==> images/congestion_map.png <==
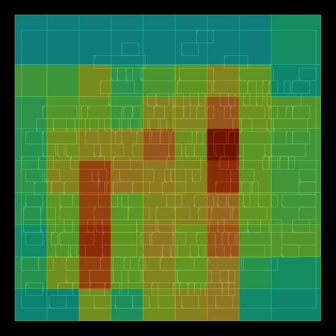
==> images/floorplan.png <==
Bar = 20 um. Pins as bars on the die edge.
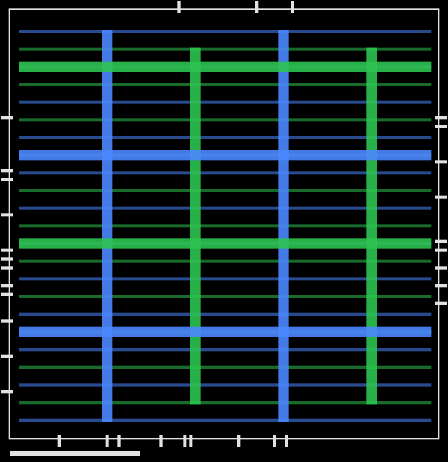
===== src/rtl/seq_add_sub_nbits.sv =====
// rtl/seq_add_sub_nbits.sv - multi-cycle adder/subtractor, CHUNK bits per clock with registered carry
// Operands are latched on start; results and flags are only updated on the final chunk.
module seq_add_sub_nbits #(
  parameter int WIDTH = 8,
  parameter int CHUNK = 4
) (
  input  logic             clk_i,
  input  logic             rst_i,
  input  logic             start_i,
  input  logic             sub_i,
  input  logic [WIDTH-1:0] a_i,
  input  logic [WIDTH-1:0] b_i,
  output logic             busy_o,
  output logic             done_o,
  output logic [WIDTH-1:0] s_o,
  output logic             cout_o,
  output logic             ovf_o,
  output logic             zero_o
);
  localparam int N     = WIDTH / CHUNK;
  localparam int CNT_W = (N > 1) ? $clog2(N) : 1;

  typedef enum logic [1:0] {IDLE, RUN, DONE} state_t;

  state_t           state_q;
  logic [WIDTH-1:0] a_q;
  logic [WIDTH-1:0] b_q;
  logic [WIDTH-1:0] sum_q;
  logic [WIDTH-1:0] sum_next;
  logic [CNT_W-1:0] cnt_q;
  logic             carry_q;
  logic             carry_next;
  logic [CHUNK-1:0] a_chunk;
  logic [CHUNK-1:0] b_chunk;
  logic [CHUNK-1:0] chunk_sum;
  logic             last_chunk;

  // b_q already holds ~b in subtract mode, so one adder serves both operations
  always_comb begin
    a_chunk = '0;
    b_chunk = '0;
    for (int k = 0; k < N; k++) begin
      if (cnt_q == CNT_W'(k)) begin
        a_chunk = a_q[k*CHUNK +: CHUNK];
        b_chunk = b_q[k*CHUNK +: CHUNK];
      end
    end
    {carry_next, chunk_sum} = {1'b0, a_chunk} + {1'b0, b_chunk} + {{CHUNK{1'b0}}, carry_q};
    sum_next = sum_q;
    for (int k = 0; k < N; k++) begin
      if (cnt_q == CNT_W'(k)) begin
        sum_next[k*CHUNK +: CHUNK] = chunk_sum;
      end
    end
  end

  assign last_chunk = (cnt_q == CNT_W'(N - 1));

  always_ff @(posedge clk_i) begin
    if (rst_i) begin
      state_q <= IDLE;
      busy_o  <= 1'b0;
      done_o  <= 1'b0;
      s_o     <= '0;
      cout_o  <= 1'b0;
      ovf_o   <= 1'b0;
      zero_o  <= 1'b0;
      cnt_q   <= '0;
      carry_q <= 1'b0;
      a_q     <= '0;
      b_q     <= '0;
      sum_q   <= '0;
    end else begin
      case (state_q)
        IDLE: begin
          done_o <= 1'b0;
          if (start_i) begin
            a_q     <= a_i;
            b_q     <= sub_i ? ~b_i : b_i;
            carry_q <= sub_i;
            cnt_q   <= '0;
            busy_o  <= 1'b1;
            state_q <= RUN;
          end
        end
        RUN: begin
          sum_q   <= sum_next;
          carry_q <= carry_next;
          cnt_q   <= cnt_q + 1'b1;
          if (last_chunk) begin
            state_q <= DONE;
            done_o  <= 1'b1;
            s_o     <= sum_next;
            cout_o  <= carry_next;
            ovf_o   <= (a_q[WIDTH-1] == b_q[WIDTH-1]) && (sum_next[WIDTH-1] != a_q[WIDTH-1]);
            zero_o  <= (sum_next == '0);
          end
        end
        DONE: begin
          state_q <= IDLE;
          done_o  <= 1'b0;
          busy_o  <= 1'b0;
        end
        default: state_q <= IDLE;
      endcase
    end
  end
endmodule


===== config.mk =====
export PLATFORM = sky130hd
export DESIGN_NAME = seq_add_sub_nbits
export DESIGN_NICKNAME = d
export VERILOG_FILES = /design/src/rtl/seq_add_sub_nbits.sv
export SDC_FILE = /design/constraint.sdc
export NUM_CORES = 1
export LEC_CHECK = 0
export CAP_MARGIN = 30
export CORE_UTILIZATION = 40
export CTS_CLUSTER_SIZE = 14
export DETAILED_ROUTE_END_ITERATION = 8
export GPL_ROUTABILITY_DRIVEN = 0
export GPL_TIMING_DRIVEN = 1
export PLACE_DENSITY = 0.73
export SLEW_MARGIN = 20
export SYNTH_ARGS = -nofsm -noshare
export SYNTH_HDL_FRONTEND = slang
export SYNTH_SLANG_ARGS = --single-unit

===== constraint.sdc =====
create_clock -name clk_i -period 2.6 [get_ports clk_i]
set_clock_uncertainty 0.15 [all_clocks]
set_input_delay 0.78 -clock clk_i [delete_from_list [all_inputs] [get_ports clk_i]]
set_output_delay 0.78 -clock clk_i [all_outputs]
set_load 0.02 [all_outputs]

==> metrics.log <==
[flow] final metrics
INFO  metric global_route.usage.total = 0.174
INFO  metric cts.clk_slew.worst_paths = 0.07 ns
INFO  metric antenna_diodes = 0
INFO  metric num-multi-input-gates = 137
INFO  metric post_synth_and_or_nand_nor_area_fraction = 0.181
INFO  metric synthesis.instances = 190
INFO  metric postCtsSetupRepairBufs = 0
INFO  metric mostFrequentLayoutCell = dfxtp_1
INFO  metric setup.worst_path.end_class = flop
INFO  metric fmax = 401 MHz
INFO  metric reported_max_cap_violation_count = 0
INFO  metric worstHoldEndpoint = a_q[6]$_SDFFE_PP0P_
INFO  metric critPathBufInv = 0
INFO  metric syn_avg_cell_area = 8.59 sq um
INFO  metric non_clock_buffer_area_share = 0.172
INFO  metric fp-row-count = 22
INFO  metric cp-start-kind = flop
INFO  metric wire_length_of_the_first_global_routing_pass = 5700 um
INFO  metric worst_skew_pair.late_latency = 0.29 ns
INFO  metric enable_flop_cells = 0
INFO  metric holdBufCountCts = 0
INFO  metric slew_limit_fails = 0
INFO  metric well_tap_count = 48
INFO  metric synthArstFlopShare = 0
INFO  metric power.switching_fraction = 0.247
INFO  metric hold_viol = 0
INFO  metric timing_worst_setup_path_type = reg2reg
INFO  metric clkbuf_count = 7
INFO  metric io_buffer_count = 32
INFO  metric yosys.cell_types.count = 30
INFO  metric hold_path_class = reg2reg
INFO  metric power_top_consumer = sequential cells
INFO  metric slowest_stage = dfxtp_2
INFO  metric worst_ep_required_time = 2.67 ns
INFO  metric wire_length_on_met3 = 119 um
INFO  metric power.share.clock = 0.370
INFO  metric clockNetworkPower = 0.509 mW
INFO  metric area.growth.synth_to_final = 30.4%
INFO  metric outcome = complete, no violations
INFO  metric worst_r2r_startpoint = cnt_q$_SDFFE_PP0P_
INFO  metric m1WireLength = 1560 um
INFO  metric multiplexer_share_of_the_synthesized_area = 0.0537
INFO  metric numSynthFlops = 37
INFO  metric synth-main-ff-cell = dfxtp_1
INFO  metric layout.area.comb = 828 sq um
INFO  metric grt_max_degree = 25
INFO  metric crit_arrival = 2.57 ns
INFO  metric cp.depth = 6
INFO  metric highest_layer = met4
INFO  metric timing.critical_path.slowest_cell_delay = 0.45 ns
About congestion_map.png:
final core utilization: 0.560
drt wl/cell: 11.7 um
Global Route met2 Usage: 0.273
highest-utilization routing layer at the global route stage: met2
met1 track utilization from global routing: 0.219

About floorplan.png:
colour	net
green	VDD
blue	VSS
rows	22
met4 straps	4
met1 rails	23
met5 straps	4
signal pins	33
die boundary height: 65.9 um
die width: 65.9 um
peak ir drop on the vdd network: 0.326 mV
Core Footprint: 3800 sq um

## through the flow
step                       util  worst slack [ns]  instance area [sq um]  cells  hold slack [ns]
after floorplan               -            0.0632                   1630    190            0.283
after global placement    0.529            0.0211                   2010    264            0.293
after detailed placement  0.529           -0.0356                   2010    264            0.299
after CTS                 0.560            0.0877                   2130    272            0.309
after global routing      0.560           0.00914                   2130    272            0.330
final                     0.560             0.104                   2130    272            0.307
## cell families after synthesis
| family | after synthesis |
|---|---|
| AND-OR/OR-AND | 47 |
| XOR/XNOR | 9 |
| adder cells (fa/ha/maj) | 5 |
| buffers and inverters | 16 |
| flip-flops | 37 |
| multiplexers | 8 |
| AND/OR/NAND/NOR | 68 |
## worst min-delay path, stage by stage, from the launching register on
cell and delay (ns):
dfxtp_1 0.31, nand2_1 0.05, a21oi_1 0.05
No activity file was given, so power comes from the tool's default toggle rates.
